**src/rtl/fetch_queue.sv**
```systemverilog
// fetch_queue: sequential imem fetch into a DEPTH-entry prefetch FIFO for decode; optional FETCH_BYPASS_EN macro.
// Latency: a response reaches decode the cycle after it arrives, or the same cycle when bypassed into an empty queue.
// Backpressure: d_stall holds the head stable; requests stop once count+inflight reaches DEPTH or MAX_INFLIGHT is hit.

module fetch_fifo #(
  parameter int W     = 32,
  parameter int DEPTH = 4,
  parameter int CW    = $clog2(DEPTH + 1)
) (
  input  logic          clock,
  input  logic          reset,
  input  logic          flush,
  input  logic          push,
  input  logic [W-1:0]  push_dat,
  input  logic          pop,
  output logic [W-1:0]  head_dat,
  output logic [CW-1:0] count
);
  localparam int PW = $clog2(DEPTH);

  logic [W-1:0]  mem_q [DEPTH];
  logic [W-1:0]  mem_d [DEPTH];
  logic [PW-1:0] wr_ptr_q, wr_ptr_d;
  logic [PW-1:0] rd_ptr_q, rd_ptr_d;
  logic [CW-1:0] count_q, count_d;

  // Flush beats push/pop; the caller guarantees push never lands on a full queue.
  always_comb begin
    mem_d    = mem_q;
    wr_ptr_d = wr_ptr_q;
    rd_ptr_d = rd_ptr_q;
    count_d  = count_q;
    if (flush) begin
      wr_ptr_d = '0;
      rd_ptr_d = '0;
      count_d  = '0;
    end else begin
      if (push) begin
        mem_d[wr_ptr_q] = push_dat;
        wr_ptr_d        = wr_ptr_q + PW'(1);
      end
      if (pop) begin
        rd_ptr_d = rd_ptr_q + PW'(1);
      end
      count_d = count_q + CW'(push) - CW'(pop);
    end
  end

  always_ff @(posedge clock or negedge reset) begin
    if (!reset) begin
      mem_q    <= '{default: '0};
      wr_ptr_q <= '0;
      rd_ptr_q <= '0;
      count_q  <= '0;
    end else begin
      mem_q    <= mem_d;
      wr_ptr_q <= wr_ptr_d;
      rd_ptr_q <= rd_ptr_d;
      count_q  <= count_d;
    end
  end

  assign head_dat = mem_q[rd_ptr_q];
  assign count    = count_q;
endmodule

module fetch_queue #(
  parameter logic [31:0] RESET_PC     = 32'h0100_0000,
  parameter int          DEPTH        = 4,
  parameter int          MAX_INFLIGHT = 2
) (
  input  logic        clock,
  input  logic        reset,
  output logic        imem_req_valid,
  output logic [31:0] imem_req_addr,
  input  logic        imem_req_ready,
  input  logic        imem_rsp_valid,
  input  logic [31:0] imem_rsp_data,
  input  logic        redirect_valid,
  input  logic [31:0] redirect_pc,
  input  logic        d_stall,
  output logic        d_valid,
  output logic [31:0] d_insn,
  output logic [31:0] d_pc
);
  localparam int CW = $clog2(DEPTH + 1);
  localparam int SW = CW + 1;

  logic [31:0]   f_pc_q, f_pc_d;
  logic [CW-1:0] drop_q, drop_d;
  logic [CW-1:0] count;
  logic [CW-1:0] inflight;
  logic [63:0]   head_dat;
  logic [31:0]   tag_head;
  logic          empty, req_acc, rsp_keep, bypass, deq, fifo_push, fifo_pop;

  assign empty = (count == '0);

  // Gated by reset so nothing is requested while held in reset.
  assign imem_req_valid = reset && !redirect_valid
                       && (inflight < CW'(MAX_INFLIGHT))
                       && ((SW'(count) + SW'(inflight)) < SW'(DEPTH));
  assign imem_req_addr  = f_pc_q;
  assign req_acc        = imem_req_valid && imem_req_ready;

  assign rsp_keep = reset && imem_rsp_valid && (drop_q == '0) && !redirect_valid;

`ifdef FETCH_BYPASS_EN
  assign bypass = empty && rsp_keep;
`else
  assign bypass = 1'b0;
`endif

  assign d_valid = !empty || bypass;
  assign d_pc    = !empty ? head_dat[63:32] : (bypass ? tag_head      : 32'h0);
  assign d_insn  = !empty ? head_dat[31:0]  : (bypass ? imem_rsp_data : 32'h0);

  assign deq       = d_valid && !d_stall && !redirect_valid;
  assign fifo_pop  = deq && !empty;
  // A bypassed word consumed by decode this cycle never needs storing.
  assign fifo_push = rsp_keep && !(bypass && !d_stall);

  // Tag queue occupancy doubles as the in-flight request count.
  fetch_fifo #(.W(32), .DEPTH(DEPTH), .CW(CW)) u_tag_q (
    .clock    (clock),
    .reset    (reset),
    .flush    (1'b0),
    .push     (req_acc),
    .push_dat (f_pc_q),
    .pop      (imem_rsp_valid),
    .head_dat (tag_head),
    .count    (inflight)
  );

  fetch_fifo #(.W(64), .DEPTH(DEPTH), .CW(CW)) u_pf_q (
    .clock    (clock),
    .reset    (reset),
    .flush    (redirect_valid),
    .push     (fifo_push),
    .push_dat ({tag_head, imem_rsp_data}),
    .pop      (fifo_pop),
    .head_dat (head_dat),
    .count    (count)
  );

  always_comb begin
    f_pc_d = f_pc_q;
    drop_d = drop_q;
    if (redirect_valid) begin
      f_pc_d = redirect_pc & ~32'h3;
      drop_d = inflight - CW'(imem_rsp_valid);
    end else begin
      if (req_acc) begin
        f_pc_d = f_pc_q + 32'd4;
      end
      if (imem_rsp_valid && (drop_q != '0)) begin
        drop_d = drop_q - CW'(1);
      end
    end
  end

  always_ff @(posedge clock or negedge reset) begin
    if (!reset) begin
      f_pc_q <= RESET_PC;
      drop_q <= '0;
    end else begin
      f_pc_q <= f_pc_d;
      drop_q <= drop_d;
    end
  end
endmodule

```
**config.mk**
```make
export PLATFORM = sky130hd
export DESIGN_NAME = fetch_queue
export DESIGN_NICKNAME = d
export VERILOG_FILES = /design/src/rtl/fetch_queue.sv
export SDC_FILE = /design/constraint.sdc
export NUM_CORES = 1
export LEC_CHECK = 0
export ABC_AREA = 1
export CAP_MARGIN = 10
export CORE_UTILIZATION = 44
export CTS_CLUSTER_SIZE = 12
export DETAILED_ROUTE_END_ITERATION = 16
export GPL_ROUTABILITY_DRIVEN = 0
export PLACE_DENSITY = 0.68
export SLEW_MARGIN = 0
export SYNTH_ARGS = -nofsm -noshare
export SYNTH_HDL_FRONTEND = slang
export SYNTH_SLANG_ARGS = --single-unit
```
**constraint.sdc**
```tcl
create_clock -name clock -period 3.23 [get_ports clock]
set_input_delay 0.323 -clock clock [delete_from_list [all_inputs] [get_ports clock]]
set_output_delay 0.323 -clock clock [all_outputs]
set_load 0.01 [all_outputs]
```
Figure 1. Wiring heat map.
The die is cut into 21 by 21 equal tiles; black is low, pale yellow is high, scaled to the fullest tile. Values are wire area over tile area, all layers added.
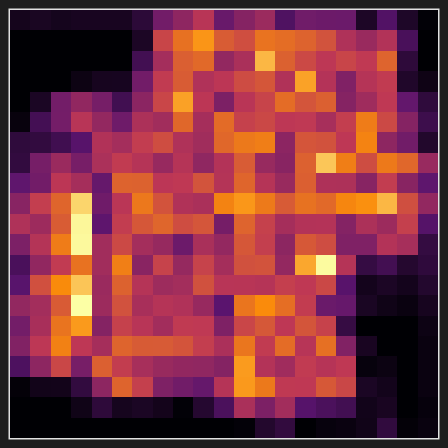
emptiest ninth of the die: upper left
mean over tiles: 0.19
fullest tile: 0.49
tiles over half the peak: 35%
nearly empty tiles: 11%

Figure 2. Metal 1.
Supply wires on this layer in gray.
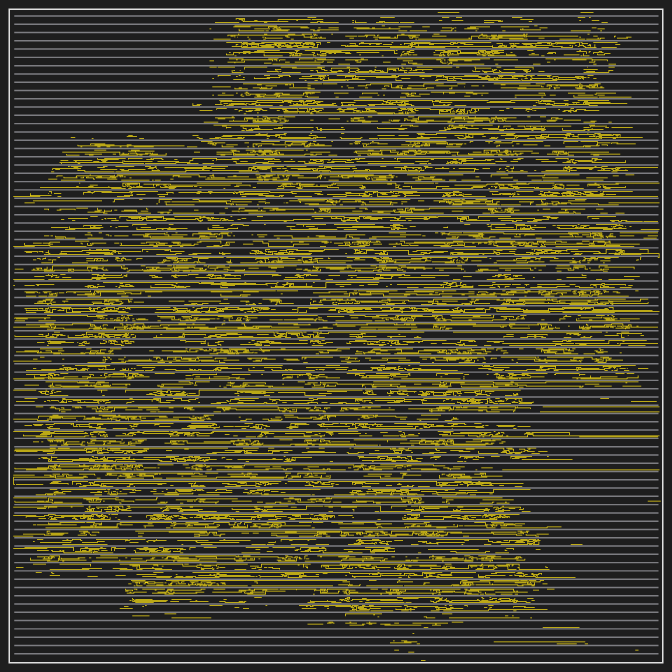
share of all routed wire: 47%
main direction: horizontal
longest straight run: 61.6 um
nets with wire on the layer: 2,461
wire length on this layer: 25.1 mm
WL final: 53.8 mm
detailed-route via count: 17,300
met1 Track Usage GR: 0.334

==> GITHUB_STEP_SUMMARY <==
## Implementation flow summary

| Metric | Value |
|---|---|
| CP top delay family | buffers and inverters |
| Antenna cells | 1 |
| Sequential power share | 0.393 |
| Worst path max stage delay | 0.60 ns |
| Synth mux share | 0 |
| Area leader, netlist | dfrtp_1 |
| ClkCell Share | 0.0634 |
| Vias in the first global route | 16,800 |
| Synth Seq Share | 0.525 |
| AND/OR/NAND/NOR Cells, Area Fraction | 0.170 |
| Yosys warnings | 0 |
| Clk_lat worst skew | 0.58 ns |
| CTS Sinks | 415 |
| First-pass GRT wire length | 88.4 mm |
| Worst slew pin tran | 0.902 ns |
| FMAX | 328 MHz |
| Worst Skew | 0.0199 ns |
| Cell repeated most along the worst path | a21oi_1 |
| Number of clock buffers in the layout | 72 |
| PortBufs | 161 |
| Fp util | 0.447 |
| CP max FO | 26 |
| Fa+ha+maj area frac | 0.0147 |
| Ys cells | 2,482 |
| Top pwr grp | sequential cells |
| Final Hold Violating Endpoints | 0 |
| Area fraction in compound gates | 0.203 |
| Net switching power | 6.48 mW |
| Sw frac | 0.358 |
| Comb area share | 0.335 |
| Commonest Layout Cell | nand2_1 |
| Tool warnings | 43 |
| Mapped Cells | 2,482 |
| EDFF count, synth | 0 |
| Tap Cells | 592 |
| DPL Wire Length | 32.9 mm |
| CTS buffer count | 45 |
| Crit path kind | reg2out |
| Critical Path AT | 2.73 ns |
| Int Pwr | 11.6 mW |
| Final Max Slew Viols | 0 |
| Tcrit/Tclk final | 0.944 |
| Max_slew headroom | 0.399 |
| Clock root buffer | clkbuf_16 |
| Comb pwr | 5.83 mW |
| Drt initial violations | 1,548 |
| H-tree levels | 2 |
| Filler cells | 4,161 |
| Peak VDD IR | 0.411 mV |
| Clk pwr | 5.17 mW |
| CP Launch Type | flip-flop |
| Antenna-violating nets left | 0 |
| Sum Neg Setup Slack | 0 ns |
| Post-synth top flop | dfrtp_1 |
| Largest net degree at the start of global routing | 166 |
| WP buf/inv | 3 |
| Asr flop ratio synth | 1.00 |
| Worst-path clk slew | 0.06 ns |
| Run status | completed |
| Drt pass-1 iters | 5 |
| Die W | 214 um |
| Max cap viols | 0 |
| GRT Total Usage | 0.236 |
| RSZ-0062 raised after global routing | false |
| Clock share of power | 0.285 |
| Cell area leaders | dfrtp_1 (52%), nand2_1 (13%), o21ai_0 (11%) |
| Buffer share of cell area | 0.0894 |
| Worst setup EP type | output pin |
| Flop count | 415 |
| Setup violations, final | 0 |
| Min cycle time layout | 3.05 ns |
| Initial antenna violation count | 0 |
Figure 3. Cells colored by class.
Bar = 50 um. Fill, decap, tap and diode cells in gray.
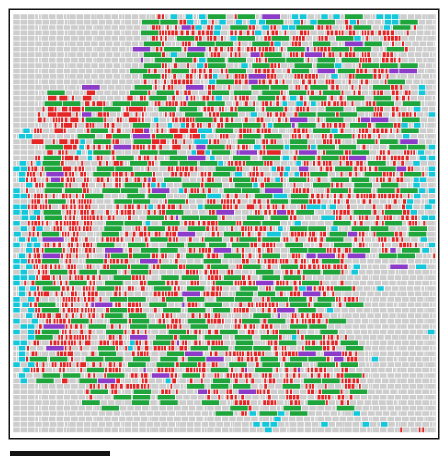
[remaining logic cells] red | cells: 1,902 | share of their area: 38%
[clock drivers and dummy loads] purple | cells: 80 | share of their area: 6.5%
[remaining buffers and delay cells] cyan | cells: 211 | share of their area: 9.2%
[registers] green | cells: 415 | share of their area: 46%
final design utilization: 0.526
Site Rows: 77
design area: 0.0233 sq mm
flop share of the area: 0.445

repair_timing:
item,CTS,global route
endpoints found under the hold margin,46,0
resized,1,3
buffers inserted,1,0
hold buffers,1,0
endpoints found under the setup margin,52,13
metrics by stage:
step                hold WS, ns   util  setup WS [ns]  instances  total power [mW]
finish                    0.227  0.526          0.180       3201              18.1
global route              0.250  0.526         0.0115       3200              19.2
CTS                       0.228  0.526         0.0118       3200              18.2
global placement          0.191  0.492          0.436       3118              12.8
detailed placement        0.191  0.492          0.393       3118              12.9
floorplan                0.0274      -          0.941       2485              10.5
final timing paths:
path / endpoint / slack (ns) / cells past startpoint / start
max: d_insn[2] / 0.18 / 6 / u_pf_q.rd_ptr_q[1]
min: u_pf_q.mem_q[10] / 0.23 / 2 / reset
max reg2reg: u_tag_q.count[2] / 0.92 / 10 / u_pf_q.count[2]
min reg2reg: u_pf_q.mem_q[15] / 0.47 / 2 / u_pf_q.mem_q[15]
max in group asynchronous: u_pf_q.mem_q[110] / 1.45 / 4 / reset
min in group clock: imem_req_addr[5] / 0.31 / 3 / redirect_pc[5]
metal layers:
metal  vias up  wire, um  global-route usage
met5         -         0                   0
met4         0      1380              0.0795
met3       102      3210              0.0308
met2       645     24100               0.374
met1      8274     25100               0.334
li1       8253         -                   -
sequential cells by signal, summed over array words and instances (netlist names), 3 cells and up:
register / count
u_tag_q.mem_q: 120
drop_q: 3
u_tag_q.count: 3
imem_req_addr: 30
u_pf_q.count: 3
u_pf_q.mem_q: 248
cell usage after synthesis, types with 20 or more instances:
cell type  number
o21ai_0       429
inv_1         207
clkbuf_1       92
nor2_1        107
nand3_1        64
o22ai_1        30
a21oi_1       190
o21ai_1       142
dfrtp_1       414
nand2_1       667
ha_1           20
buf_2          37
Power is estimated from default activity; no workload was simulated.
